Run 1, PDN straps and rails:
Bar = 50 µm. Pins as bars on the die edge.
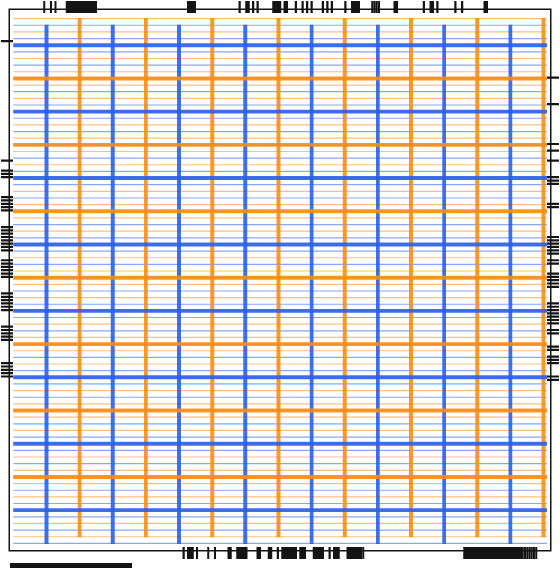
Run 1, placement by cell class:
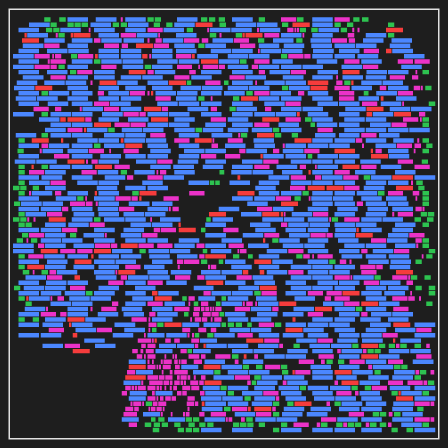
Run 1, clock wires, drivers and flops:
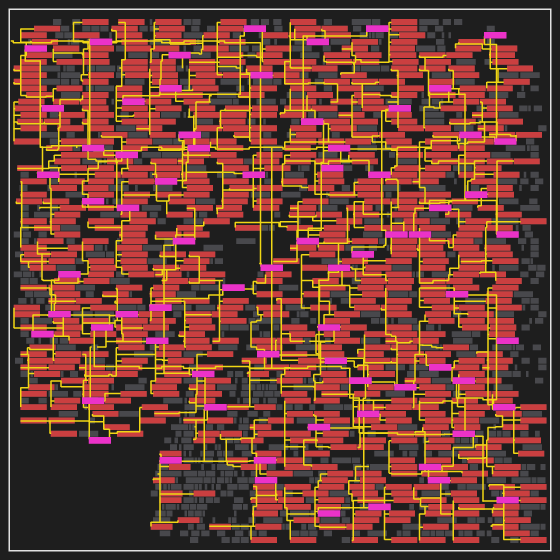
File: src/rtl/egr_rrq_pkg.sv
`default_nettype none
// ============================================================================
//  Module      : egr_rrq_pkg
//  Description : Shared types and default widths for the EGR Read Request
//                Interface responder. rrq_req_t / rrq_rsp_t carry the request
//                and response payloads at the default widths.
//  Revision    : 1.0  initial release
// ============================================================================
package egr_rrq_pkg;

    localparam int RRQ_ADDR_W    = 20;
    localparam int RRQ_TAG_W     = 8;
    localparam int RRQ_DATA_W    = 64;
    localparam int RRQ_REQ_DEPTH = 4;
    localparam int RRQ_MAX_OUT   = 8;

    typedef struct packed {
        logic [RRQ_ADDR_W-1:0] addr;
        logic [RRQ_TAG_W-1:0]  tag;
    } rrq_req_t;

    typedef struct packed {
        logic [RRQ_TAG_W-1:0]  tag;
        logic [RRQ_DATA_W-1:0] data;
        logic                  err;
    } rrq_rsp_t;

endpackage
`default_nettype wire

File: src/rtl/egr_rrq_fifo.sv
`default_nettype none
// ============================================================================
//  Module      : egr_rrq_fifo
//  Description : Type- and depth-parameterised synchronous FIFO with
//                occupancy count, full and empty flags.
//  Ports       : clk, rst_n          clock, async active-low reset
//                push_i/push_data_i  write strobe and payload
//                pop_i/pop_data_o    read strobe and head payload (0 when empty)
//                count_o/full_o/empty_o  occupancy status
//  Revision    : 1.0  initial release
// ============================================================================
module egr_rrq_fifo
    import egr_rrq_pkg::*;
#(
    parameter type T     = logic [7:0],
    parameter int  DEPTH = 4
) (
    input  logic                       clk,
    input  logic                       rst_n,
    input  logic                       push_i,
    input  T                           push_data_i,
    input  logic                       pop_i,
    output T                           pop_data_o,
    output logic [$clog2(DEPTH+1)-1:0] count_o,
    output logic                       full_o,
    output logic                       empty_o
);

    localparam int PTR_W = $clog2(DEPTH);
    localparam int CNT_W = $clog2(DEPTH+1);
    localparam logic [CNT_W-1:0] FULL_CNT = CNT_W'(DEPTH);

    T                 mem_q [DEPTH];
    logic [PTR_W-1:0] wr_ptr_q, wr_ptr_d;
    logic [PTR_W-1:0] rd_ptr_q, rd_ptr_d;
    logic [CNT_W-1:0] cnt_q,    cnt_d;
    logic             w_push;
    logic             w_pop;

    // A push into a full FIFO is legal when the head leaves in the same cycle.
    assign w_pop  = pop_i & (cnt_q != '0);
    assign w_push = push_i & ((cnt_q != FULL_CNT) | w_pop);

    always_comb begin
        wr_ptr_d = wr_ptr_q;
        rd_ptr_d = rd_ptr_q;
        cnt_d    = cnt_q + CNT_W'(w_push) - CNT_W'(w_pop);
        if (w_push) wr_ptr_d = wr_ptr_q + PTR_W'(1);
        if (w_pop)  rd_ptr_d = rd_ptr_q + PTR_W'(1);
    end

    always_ff @(posedge clk or negedge rst_n) begin
        if (!rst_n) begin
            wr_ptr_q <= '0;
            rd_ptr_q <= '0;
            cnt_q    <= '0;
        end else begin
            wr_ptr_q <= wr_ptr_d;
            rd_ptr_q <= rd_ptr_d;
            cnt_q    <= cnt_d;
        end
    end

    // Storage needs no reset: the head is masked to zero while empty.
    always_ff @(posedge clk) begin
        if (w_push) mem_q[wr_ptr_q] <= push_data_i;
    end

    assign empty_o    = (cnt_q == '0);
    assign full_o     = (cnt_q == FULL_CNT);
    assign count_o    = cnt_q;
    assign pop_data_o = empty_o ? T'('0) : mem_q[rd_ptr_q];

endmodule
`default_nettype wire

File: src/rtl/egr_rrq_responder.sv
`default_nettype none
// ============================================================================
//  Module      : egr_rrq_responder
//  Description : Read Request Interface responder. Buffers read requests,
//                issues them to the mesh under an outstanding-read limit and
//                returns mesh responses in arrival order.
//  Ports       : rrq_req_*_i/o   requestor request channel (valid/ready)
//                rrq_rsp_*_i/o   requestor response channel (valid/ready)
//                mesh_rd_*_i/o   mesh read issue (valid/stall)
//                mesh_rsp_*_i    mesh response (no backpressure)
//                outstanding_o   inflight reads + buffered responses
//                ovf_err_o       sticky: unsolicited mesh response dropped
//  Revision    : 1.0  initial release
// ============================================================================
module egr_rrq_responder
    import egr_rrq_pkg::*;
#(
    parameter int ADDR_W    = RRQ_ADDR_W,
    parameter int TAG_W     = RRQ_TAG_W,
    parameter int DATA_W    = RRQ_DATA_W,
    parameter int REQ_DEPTH = RRQ_REQ_DEPTH,
    parameter int MAX_OUT   = RRQ_MAX_OUT
) (
    input  logic                         clk,
    input  logic                         rst_n,
    input  logic                         rrq_req_valid_i,
    output logic                         rrq_req_ready_o,
    input  logic [ADDR_W-1:0]            rrq_req_addr_i,
    input  logic [TAG_W-1:0]             rrq_req_tag_i,
    output logic                         rrq_rsp_valid_o,
    input  logic                         rrq_rsp_ready_i,
    output logic [TAG_W-1:0]             rrq_rsp_tag_o,
    output logic [DATA_W-1:0]            rrq_rsp_data_o,
    output logic                         rrq_rsp_err_o,
    output logic                         mesh_rd_valid_o,
    input  logic                         mesh_rd_stall_i,
    output logic [ADDR_W-1:0]            mesh_rd_addr_o,
    output logic [TAG_W-1:0]             mesh_rd_tag_o,
    input  logic                         mesh_rsp_valid_i,
    input  logic [TAG_W-1:0]             mesh_rsp_tag_i,
    input  logic [DATA_W-1:0]            mesh_rsp_data_i,
    input  logic                         mesh_rsp_err_i,
    output logic [$clog2(MAX_OUT+1)-1:0] outstanding_o,
    output logic                         ovf_err_o
);

    localparam int OUT_W  = $clog2(MAX_OUT+1);
    localparam int REQ_CW = $clog2(REQ_DEPTH+1);
    localparam logic [OUT_W-1:0]  MAX_OUT_V = OUT_W'(MAX_OUT);
    localparam logic [REQ_CW-1:0] REQ_LAST  = REQ_CW'(REQ_DEPTH-1);

    typedef struct packed {
        logic [ADDR_W-1:0] addr;
        logic [TAG_W-1:0]  tag;
    } req_t;

    typedef struct packed {
        logic [TAG_W-1:0]  tag;
        logic [DATA_W-1:0] data;
        logic              err;
    } rsp_t;

    req_t              w_req_in, w_req_head;
    rsp_t              w_rsp_in, w_rsp_head;
    logic              w_req_push, w_req_pop, w_req_full, w_req_empty;
    logic              w_rsp_push, w_rsp_pop, w_rsp_full, w_rsp_empty;
    logic [REQ_CW-1:0] w_req_cnt;
    logic [OUT_W-1:0]  w_rsp_cnt;
    logic [OUT_W-1:0]  w_outstanding;
    logic              w_rsp_accept;

    logic [OUT_W-1:0]  inflight_q, inflight_d;
    logic              ready_q,    ready_d;
    logic              ovf_q,      ovf_d;

    // ---------------- request path ----------------
    assign w_req_in   = '{addr: rrq_req_addr_i, tag: rrq_req_tag_i};
    assign w_req_push = rrq_req_valid_i & ready_q;
    assign w_req_pop  = mesh_rd_valid_o & ~mesh_rd_stall_i;

    egr_rrq_fifo #(.T(req_t), .DEPTH(REQ_DEPTH)) u_req_fifo (
        .clk         (clk),
        .rst_n       (rst_n),
        .push_i      (w_req_push),
        .push_data_i (w_req_in),
        .pop_i       (w_req_pop),
        .pop_data_o  (w_req_head),
        .count_o     (w_req_cnt),
        .full_o      (w_req_full),
        .empty_o     (w_req_empty)
    );

    // Issue gating uses only registered state, so no input reaches it.
    assign w_outstanding   = inflight_q + w_rsp_cnt;
    assign mesh_rd_valid_o = ~w_req_empty & (w_outstanding < MAX_OUT_V);
    assign mesh_rd_addr_o  = w_req_head.addr;
    assign mesh_rd_tag_o   = w_req_head.tag;

    // ---------------- response path ----------------
    // Responses arriving with nothing in flight are unsolicited and dropped.
    assign w_rsp_accept = mesh_rsp_valid_i & (inflight_q != '0);
    assign w_rsp_push   = w_rsp_accept & ~w_rsp_full;
    assign w_rsp_pop    = rrq_rsp_valid_o & rrq_rsp_ready_i;
    assign w_rsp_in     = '{tag: mesh_rsp_tag_i, data: mesh_rsp_data_i, err: mesh_rsp_err_i};

    egr_rrq_fifo #(.T(rsp_t), .DEPTH(MAX_OUT)) u_rsp_fifo (
        .clk         (clk),
        .rst_n       (rst_n),
        .push_i      (w_rsp_push),
        .push_data_i (w_rsp_in),
        .pop_i       (w_rsp_pop),
        .pop_data_o  (w_rsp_head),
        .count_o     (w_rsp_cnt),
        .full_o      (w_rsp_full),
        .empty_o     (w_rsp_empty)
    );

    assign rrq_rsp_valid_o = ~w_rsp_empty;
    assign rrq_rsp_tag_o   = w_rsp_head.tag;
    assign rrq_rsp_data_o  = w_rsp_head.data;
    assign rrq_rsp_err_o   = w_rsp_head.err;

    // ---------------- control state ----------------
    always_comb begin
        inflight_d = inflight_q + OUT_W'(w_req_pop) - OUT_W'(w_rsp_accept);
        ovf_d      = ovf_q | (mesh_rsp_valid_i & (inflight_q == '0));
        // Ready next cycle unless the request FIFO ends this cycle full:
        // it stays full with no pop, or the last slot fills with no pop.
        ready_d    = ~((w_req_full & ~w_req_pop) |
                       (w_req_push & ~w_req_pop & (w_req_cnt == REQ_LAST)));
    end

    always_ff @(posedge clk or negedge rst_n) begin
        if (!rst_n) begin
            inflight_q <= '0;
            ready_q    <= 1'b0;
            ovf_q      <= 1'b0;
        end else begin
            inflight_q <= inflight_d;
            ready_q    <= ready_d;
            ovf_q      <= ovf_d;
        end
    end

    assign rrq_req_ready_o = ready_q;
    assign outstanding_o   = w_outstanding;
    assign ovf_err_o       = ovf_q;

endmodule
`default_nettype wire

File: config.mk
export PLATFORM = sky130hd
export DESIGN_NAME = egr_rrq_responder
export DESIGN_NICKNAME = d
export VERILOG_FILES = /design/src/rtl/egr_rrq_pkg.sv /design/src/rtl/egr_rrq_fifo.sv /design/src/rtl/egr_rrq_responder.sv
export SDC_FILE = /design/constraint.sdc
export NUM_CORES = 1
export LEC_CHECK = 0
export CORE_UTILIZATION = 58
export DETAILED_ROUTE_END_ITERATION = 8
export PLACE_DENSITY = 0.77
export SYNTH_ARGS = -nofsm -noshare
export SYNTH_HDL_FRONTEND = slang
export SYNTH_SLANG_ARGS = --single-unit
File: constraint.sdc
create_clock -name clk -period 9.7 [get_ports clk]
set_input_delay 1.455 -clock clk [delete_from_list [all_inputs] [get_ports clk]]
set_output_delay 1.455 -clock clk [all_outputs]
set_load 0.005 [all_outputs]
==> impl_results.html, run 1 <==
<h3>Run summary</h3>
<table>
<tr><th>Metric</th><th>Value</th></tr>
<tr><th colspan="2">Outcome</th></tr>
<tr><td>Run status</td><td>completed</td></tr>
<tr><th colspan="2">Critical path</th></tr>
<tr><td>Critical path capture point</td><td>rrq_rsp_data_o[1]</td></tr>
<tr><td>Timing startpoint of the critical path</td><td>u_rsp_fifo.rd_ptr_q[0]$_DFFE_PN0P_</td></tr>
<tr><td>Startpoint of the worst-slack reg-to-reg timing path</td><td>inflight_q[3]$_DFF_PN0_</td></tr>
<tr><td>R2R cell count</td><td>9</td></tr>
<tr><td>Critical path fanouts, max</td><td>45</td></tr>
<tr><td>Register-to-register path setup slack</td><td>6.12 ns</td></tr>
<tr><td>Worst endpoint data arrival time</td><td>3.82 ns</td></tr>
<tr><th colspan="2">Synthesis</th></tr>
<tr><td>Count leader, synth</td><td>sky130_fd_sc_hd__edfxtp_1</td></tr>
<tr><td>Yosys warnings</td><td>0</td></tr>
<tr><td>Count of distinct cell types in the synthesized netlist</td><td>41</td></tr>
<tr><td>Count of library flops with an enable pin</td><td>696</td></tr>
<tr><td>Number of standard cells reported by yosys</td><td>1255</td></tr>
<tr><td>Sequential element share of the synthesized area</td><td>77.1%</td></tr>
<tr><td>Chip area estimate from yosys synthesis</td><td>0.0279 mm²</td></tr>
<tr><td>Most frequent cells after synthesis</td><td>sky130_fd_sc_hd__edfxtp_1 (696), sky130_fd_sc_hd__mux4_2 (174), sky130_fd_sc_hd__nor2_1 (81)</td></tr>
<tr><th colspan="2">Route</th></tr>
<tr><td>Residual DRC count</td><td>0</td></tr>
<tr><th colspan="2">Final layout</th></tr>
<tr><td>Layout overhead on the synthesized area</td><td>18.3%</td></tr>
<tr><td>Leading registers by flop count</td><td>u_rsp_fifo.mem_q: 584 flops, u_req_fifo.mem_q: 112 flops</td></tr>
<tr><td>Final core occ</td><td>70.2%</td></tr>
<tr><td>Max FFs per register</td><td>584</td></tr>
<tr><td>Non-filler instance count after layout</td><td>2170</td></tr>
<tr><td>Register with the highest flop count</td><td>u_rsp_fifo.mem_q</td></tr>
<tr><td>Share of cells above drive strength 1</td><td>20.8%</td></tr>
<tr><td>Register cell area after layout</td><td>0.0215 mm²</td></tr>
<tr><th colspan="2">Place</th></tr>
<tr><td>Last weighted congestion value of the routability-driven placer</td><td>0.742</td></tr>
<tr><td>Total placed instance area</td><td>0.0307 mm²</td></tr>
<tr><th colspan="2">Clock network</th></tr>
<tr><td>Maximum root-to-sink buffer count</td><td>3</td></tr>
<tr><td>Root cell of the clock tree</td><td>sky130_fd_sc_hd__clkbuf_16</td></tr>
<tr><th colspan="2">Flow run</th></tr>
<tr><td>Max cap viols</td><td>0</td></tr>
<tr><td>Stage-log warning count</td><td>30</td></tr>
<tr><th colspan="2">Floorplanning</th></tr>
<tr><td>Number of primary I/O pins</td><td>216</td></tr>
<tr><td>Floorplan Utilization</td><td>59.3%</td></tr>
<tr><th colspan="2">STA</th></tr>
<tr><td>Count of pins over their slew limit</td><td>0</td></tr>
<tr><td>Count of endpoints failing setup in the final report</td><td>0</td></tr>
</table>
## Picture notes: 'PDN straps and rails'
color	net
blue	VSS
orange	VDD
met4 straps	16
met1 rails	80
width of the die: 221 µm
Core Area: 0.0470 mm²
VDD IR-drop max: 220 µV
Chip Height: 221 µm

## Picture notes: 'placement by cell class'
color	class	cells	share of their area
red	clock drivers and dummy loads	122	6.8%
green	other buffers and delay cells	241	7.3%
blue	flops	719	67%
magenta	combinational and other logic	477	19%
sequential cell area share: 65.2%
standard-cell row count: 79

## Picture notes: 'clock wires, drivers and flops'
[magenta] clock drivers | count: 71
[red] flip-flops | count: 719
[yellow] clock wires | length: 7350 µm
routed clock nets	72
Skew-Pair Late Insertion Delay: 0.61 ns
power consumed by the clock network: 0.00261 W
setup clock skew after layout: 0.0243 ns
clock share of power: 25.3%

-- run 1: critical path, cell delays in order (launching register included) --
cell and delay, ns:
sky130_fd_sc_hd__dfrtp_4 0.94, sky130_fd_sc_hd__buf_4 0.83, sky130_fd_sc_hd__mux4_2 0.61, sky130_fd_sc_hd__mux2i_1 0.23
sky130_fd_sc_hd__nor2_1 0.08, sky130_fd_sc_hd__clkdlybuf4s50_1 0.50
-- run 1: cells by family after synthesis --
kind of cell	synth area share (%)
AND-OR/OR-AND	0.377
XOR/XNOR	0.494
adder cells (fa/ha/maj)	1.28
buffers and inverters	1.41
flip-flops	77.1
multiplexers	16.8
AND/OR/NAND/NOR	2.52
-- run 1: routing by layer --
layer	global-route usage [%]	wire length, µm	vias up
met5	0	45	-
met4	7.04	1190	8
met3	5.07	3070	85
met2	38.4	28100	359
met1	30.6	22300	6831
li1	-	-	5656
-- run 1: layout make-up --
class,instances,area share (%)
timing repair buffer,241,7.12
tap,607,2.31
inverter,25,0.285
antenna,4,0.0304
sequential,719,65.2
multi-input combinational,452,18.4
clock buffer,87,5.70
clock inverter,35,0.965
-- run 1: layout by cell type, fill, tap and decap left out, types with 4 or more instances in the layout --
| cell type | n |
|---|---|
| sky130_fd_sc_hd__nor2b_1 | 29 |
| sky130_fd_sc_hd__inv_6 | 4 |
| sky130_fd_sc_hd__dfrtp_1 | 19 |
| sky130_fd_sc_hd__clkdlybuf4s50_1 | 215 |
| sky130_fd_sc_hd__xnor2_1 | 6 |
| sky130_fd_sc_hd__inv_1 | 25 |
| sky130_fd_sc_hd__mux2i_1 | 73 |
| sky130_fd_sc_hd__a21oi_1 | 4 |
| sky130_fd_sc_hd__nor3_2 | 5 |
| sky130_fd_sc_hd__fa_1 | 4 |
| sky130_fd_sc_hd__ha_1 | 22 |
| sky130_fd_sc_hd__diode_2 | 4 |
| sky130_fd_sc_hd__mux4_2 | 174 |
| sky130_fd_sc_hd__xor2_1 | 6 |
| sky130_fd_sc_hd__clkinv_1 | 11 |
| sky130_fd_sc_hd__clkinv_2 | 10 |
| sky130_fd_sc_hd__clkbuf_1 | 14 |
| sky130_fd_sc_hd__edfxtp_1 | 696 |
| sky130_fd_sc_hd__clkbuf_16 | 73 |
| sky130_fd_sc_hd__nand2_1 | 9 |
| sky130_fd_sc_hd__bufinv_16 | 5 |
| sky130_fd_sc_hd__and3_2 | 4 |
| sky130_fd_sc_hd__nor2_1 | 78 |
| sky130_fd_sc_hd__buf_4 | 26 |
-- run 1: per-stage QoR --
step | total power, W | setup slack (ns) | hold slack, ns
floorplan | 0.00630 | 0.385 | 0.451
global placement | 0.00773 | 4.87 | 0.441
detailed placement | 0.00780 | 4.85 | 0.456
CTS | 0.0104 | 4.27 | 0.468
global route | 0.0108 | 4.12 | 0.498
finish | 0.0103 | 4.43 | 0.461
-- run 1: power by group --
group          total [W]  leakage (nW)  switching, W  internal [W]
registers        0.00425          6.58      0.000294       0.00396
clock network    0.00261          1.07       0.00109       0.00151
logic            0.00344          3.27       0.00156       0.00188
total             0.0103          10.9       0.00295       0.00734
Run 1, signal wires by layer:
Bar = 50 µm.
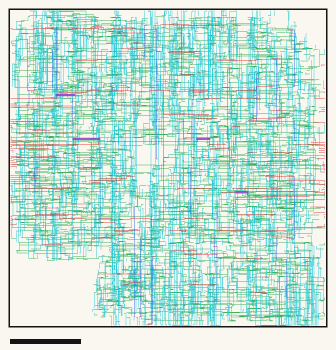

## Run 2: what changed since run 1
- clock period: 9.7 -> 5.2 ns (I/O delays scaled with it)
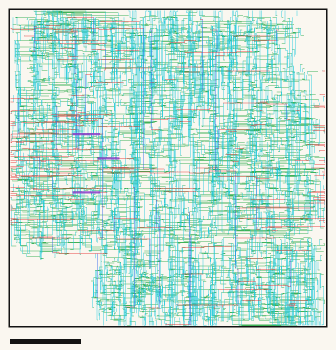
Run 2: signal wires by layer
Bar = 50 µm.
color	layer	wire length
cyan	metal 2	27.7 mm
red	metal 3	2880 µm
green	metal 1	22.1 mm
purple	metal 5	48.8 µm
blue	metal 4	1190 µm
average wire per standard cell: 24.9 µm
routed wire length: 54000 µm
total routing usage reported by global routing: 22.7%
overall via count from detail_route: 12935

==> impl_results.html, run 2 <==
<h3>Run summary</h3>
<table>
<tr><th>Metric</th><th>Value</th></tr>
<tr><th colspan="2">Clock network</th></tr>
<tr><td>Clock tree from TritonCTS</td><td>done (unchanged)</td></tr>
<tr><td>Skew-Pair Late Insertion Delay</td><td>0.59 ns (was 0.61 ns)</td></tr>
<tr><td>Setup repair bufs after CTS</td><td>0 (unchanged)</td></tr>
<tr><td>Root cell of the clock tree</td><td>sky130_fd_sc_hd__clkbuf_16 (unchanged)</td></tr>
<tr><td>Maximum root-to-sink buffer count</td><td>3 (unchanged)</td></tr>
<tr><th colspan="2">Floorplanning</th></tr>
<tr><td>Floorplan Utilization</td><td>59.3% (unchanged)</td></tr>
<tr><td>Width of the die</td><td>221 µm (unchanged)</td></tr>
<tr><td>Core Area</td><td>0.0470 mm² (unchanged)</td></tr>
<tr><td>Chip Height</td><td>221 µm (unchanged)</td></tr>
<tr><td>Standard-cell row count</td><td>79 (unchanged)</td></tr>
<tr><td>Number of primary I/O pins</td><td>216 (unchanged)</td></tr>
<tr><th colspan="2">Synthesis</th></tr>
<tr><td>Sequential element share of the synthesized area</td><td>77.1% (unchanged)</td></tr>
<tr><td>Count of distinct cell types in the synthesized netlist</td><td>41 (unchanged)</td></tr>
<tr><td>Biggest area consumer among synthesized cells</td><td>sky130_fd_sc_hd__edfxtp_1 (unchanged)</td></tr>
<tr><td>Post-synthesis instance total</td><td>1255 (unchanged)</td></tr>
<tr><td>Synth top area share</td><td>75.0% (unchanged)</td></tr>
<tr><td>Floorplan Nets</td><td>1388 (unchanged)</td></tr>
<tr><td>Count leader, synth</td><td>sky130_fd_sc_hd__edfxtp_1 (unchanged)</td></tr>
<tr><td>Chip area estimate from yosys synthesis</td><td>0.0279 mm² (unchanged)</td></tr>
<tr><td>Yosys warnings</td><td>0 (unchanged)</td></tr>
<tr><td>Number of standard cells reported by yosys</td><td>1255 (unchanged)</td></tr>
<tr><td>Main synth FF type</td><td>sky130_fd_sc_hd__edfxtp_1 (unchanged)</td></tr>
<tr><td>Count of library flops with an enable pin</td><td>696 (unchanged)</td></tr>
<tr><td>Most frequent cells after synthesis</td><td>sky130_fd_sc_hd__edfxtp_1 (696), sky130_fd_sc_hd__mux4_2 (174), sky130_fd_sc_hd__nor2_1 (81) (unchanged)</td></tr>
<tr><th colspan="2">Flow run</th></tr>
<tr><td>Stage-log warning count</td><td>31 (was 30)</td></tr>
<tr><td>Max cap viols</td><td>0 (unchanged)</td></tr>
<tr><th colspan="2">Outcome</th></tr>
<tr><td>Run status</td><td>completed (unchanged)</td></tr>
<tr><th colspan="2">Critical path</th></tr>
<tr><td>Critical path fanouts, max</td><td>52 (was 45)</td></tr>
<tr><td>CP max stage cell</td><td>sky130_fd_sc_hd__dfrtp_4 (unchanged)</td></tr>
<tr><td>Register-to-register path setup slack</td><td>1.96 ns (was 6.12 ns)</td></tr>
<tr><td>Worst endpoint data arrival time</td><td>3.23 ns (was 3.82 ns)</td></tr>
<tr><td>Critical path, cell by cell</td><td>buf_4 &gt; mux4_2 &gt; mux2i_1 &gt; nor2_1 &gt; clkdlybuf4s50_1 (unchanged)</td></tr>
<tr><td>Worst path max stage delay</td><td>0.98 ns (was 0.94 ns)</td></tr>
<tr><th colspan="2">Final layout</th></tr>
<tr><td>Share of cells above drive strength 1</td><td>20.1% (was 20.8%)</td></tr>
<tr><td>Most numerous logic cells after layout</td><td>sky130_fd_sc_hd__edfxtp_1 (696), sky130_fd_sc_hd__clkdlybuf4s50_1 (215), sky130_fd_sc_hd__mux4_2 (174) (unchanged)</td></tr>
<tr><td>Register with the highest flop count</td><td>u_rsp_fifo.mem_q (unchanged)</td></tr>
<tr><td>Layout overhead on the synthesized area</td><td>18.5% (was 18.3%)</td></tr>
<tr><td>Leading registers by flop count</td><td>u_rsp_fifo.mem_q: 584 flops, u_req_fifo.mem_q: 112 flops (unchanged)</td></tr>
<tr><td>Register cell area after layout</td><td>0.0215 mm² (unchanged)</td></tr>
<tr><td>Most common cell after layout, fill and taps aside</td><td>sky130_fd_sc_hd__edfxtp_1 (unchanged)</td></tr>
<tr><td>Logic cell area</td><td>0.00606 mm² (was 0.00605 mm²)</td></tr>
<tr><td>Max FFs per register</td><td>584 (unchanged)</td></tr>
<tr><th colspan="2">GRT</th></tr>
<tr><td>Met2 Use GR</td><td>37.7% (was 38.4%)</td></tr>
<tr><td>GRT met3 Usage</td><td>4.69% (was 5.07%)</td></tr>
<tr><td>Largest net degree at the start of global routing</td><td>75 (was 71)</td></tr>
<tr><td>Met1 usage</td><td>30.4% (was 30.6%)</td></tr>
<tr><td>Global-route layer with the greatest usage</td><td>met2 (unchanged)</td></tr>
<tr><th colspan="2">STA</th></tr>
<tr><td>Count of endpoints failing setup in the final report</td><td>0 (unchanged)</td></tr>
<tr><td>Final Hold Violation Tally</td><td>0 (unchanged)</td></tr>
<tr><td>Worst hold slack across all endpoints</td><td>0.475 ns (was 0.461 ns)</td></tr>
<tr><td>Count of pins over their slew limit</td><td>0 (unchanged)</td></tr>
<tr><td>Setup slack after layout</td><td>1.19 ns (was 4.43 ns)</td></tr>
<tr><td>Setup clock skew after layout</td><td>0.0185 ns (was 0.0243 ns)</td></tr>
<tr><th colspan="2">Place</th></tr>
<tr><td>Post-Place Worst Slack</td><td>1.75 ns (was 4.85 ns)</td></tr>
<tr><td>Total of buffers placed on input and output ports</td><td>215 (unchanged)</td></tr>
<tr><td>Total placed instance area</td><td>0.0309 mm² (was 0.0307 mm²)</td></tr>
<tr><td>Last weighted congestion value of the routability-driven placer</td><td>0.748 (was 0.742)</td></tr>
<tr><th colspan="2">Route</th></tr>
<tr><td>Residual DRC count</td><td>0 (unchanged)</td></tr>
<tr><td>DR pass1 iterations</td><td>6 (was 5)</td></tr>
<tr><th colspan="2">Power</th></tr>
<tr><td>VDD IR-drop max</td><td>457 µV (was 220 µV)</td></tr>
<tr><td>Total chip power</td><td>0.0192 W (was 0.0103 W)</td></tr>
</table>
==> run 2: report_power, final <==
| part | internal (W) | switching, W | total [W] | leakage (nW) |
|---|---|---|---|---|
| clock network | 0.00272 | 0.00202 | 0.00474 | 1.04 |
| registers | 0.00737 | 0.000614 | 0.00799 | 6.58 |
| logic | 0.00358 | 0.00289 | 0.00647 | 3.29 |
==> run 2: worst paths after layout <==
| check | from | end | cells past startpoint |
|---|---|---|---|
| min in group asynchronous | rst_n | u_req_fifo.wr_ptr_q[0]$_DFFE_PN0P_ | 1 |
| worst max register to register | u_rsp_fifo.count_o[2]$_DFF_PN0_ | u_rsp_fifo.count_o[2]$_DFF_PN0_ | 11 |
| max in group asynchronous | rst_n | u_rsp_fifo.rd_ptr_q[0]$_DFFE_PN0P_ | 1 |
| worst min register to register | ovf_err_o$_DFF_PN0_ | ovf_err_o$_DFF_PN0_ | 1 |
| worst max-delay path | u_rsp_fifo.rd_ptr_q[1]$_DFFE_PN0P_ | rrq_rsp_data_o[15] | 5 |
| worst min-delay path | ovf_err_o$_DFF_PN0_ | ovf_err_o$_DFF_PN0_ | 1 |
==> run 2: cell type report <==
| cell class | count | area share [%] |
|---|---|---|
| diodes | 4 | 0.0303 |
| clock inverters | 31 | 0.720 |
| well taps | 607 | 2.30 |
| inverters | 25 | 0.284 |
| flip-flops and latches | 719 | 65.1 |
| multi-input cells | 452 | 18.4 |
| clock buffers | 91 | 5.74 |
| repair buffers | 236 | 7.49 |
==> run 2: kinds of logic (layout without fill, tap and decap cells) <==
family | Yosys count | in the layout | share of synthesized area, %
other cells | 0 | 4 | 0
compound gates | 15 | 15 | 0.377
fa+ha+maj | 26 | 26 | 1.28
simple gates | 147 | 147 | 2.52
flops | 719 | 719 | 77.1
xor+xnor | 14 | 14 | 0.494
buf+inv | 84 | 383 | 1.41
mux | 250 | 250 | 16.8
==> run 2: worst max-delay path: cells and delay by family, from the launching register on <==
kind,cells,cell delay [ns]
flip-flops,1,0.98
buffers and inverters,2,0.95
multiplexers,2,0.63
AND/OR/NAND/NOR,1,0.07
==> run 2: routing by layer <==
layer / up-vias / wire (µm)
met5: - / 48
met4: 6 / 1190
met3: 84 / 2880
met2: 352 / 27700
met1: 6837 / 22100
li1: 5656 / -
==> run 2: through the flow <==
step	cells	utilization, %
after floorplan	1255	-
after global placement	2039	65.8
after detailed placement	2039	65.8
final	2165	70.3
after CTS	2161	70.3
after global routing	2163	70.3
Power is estimated from default activity; no workload was simulated.
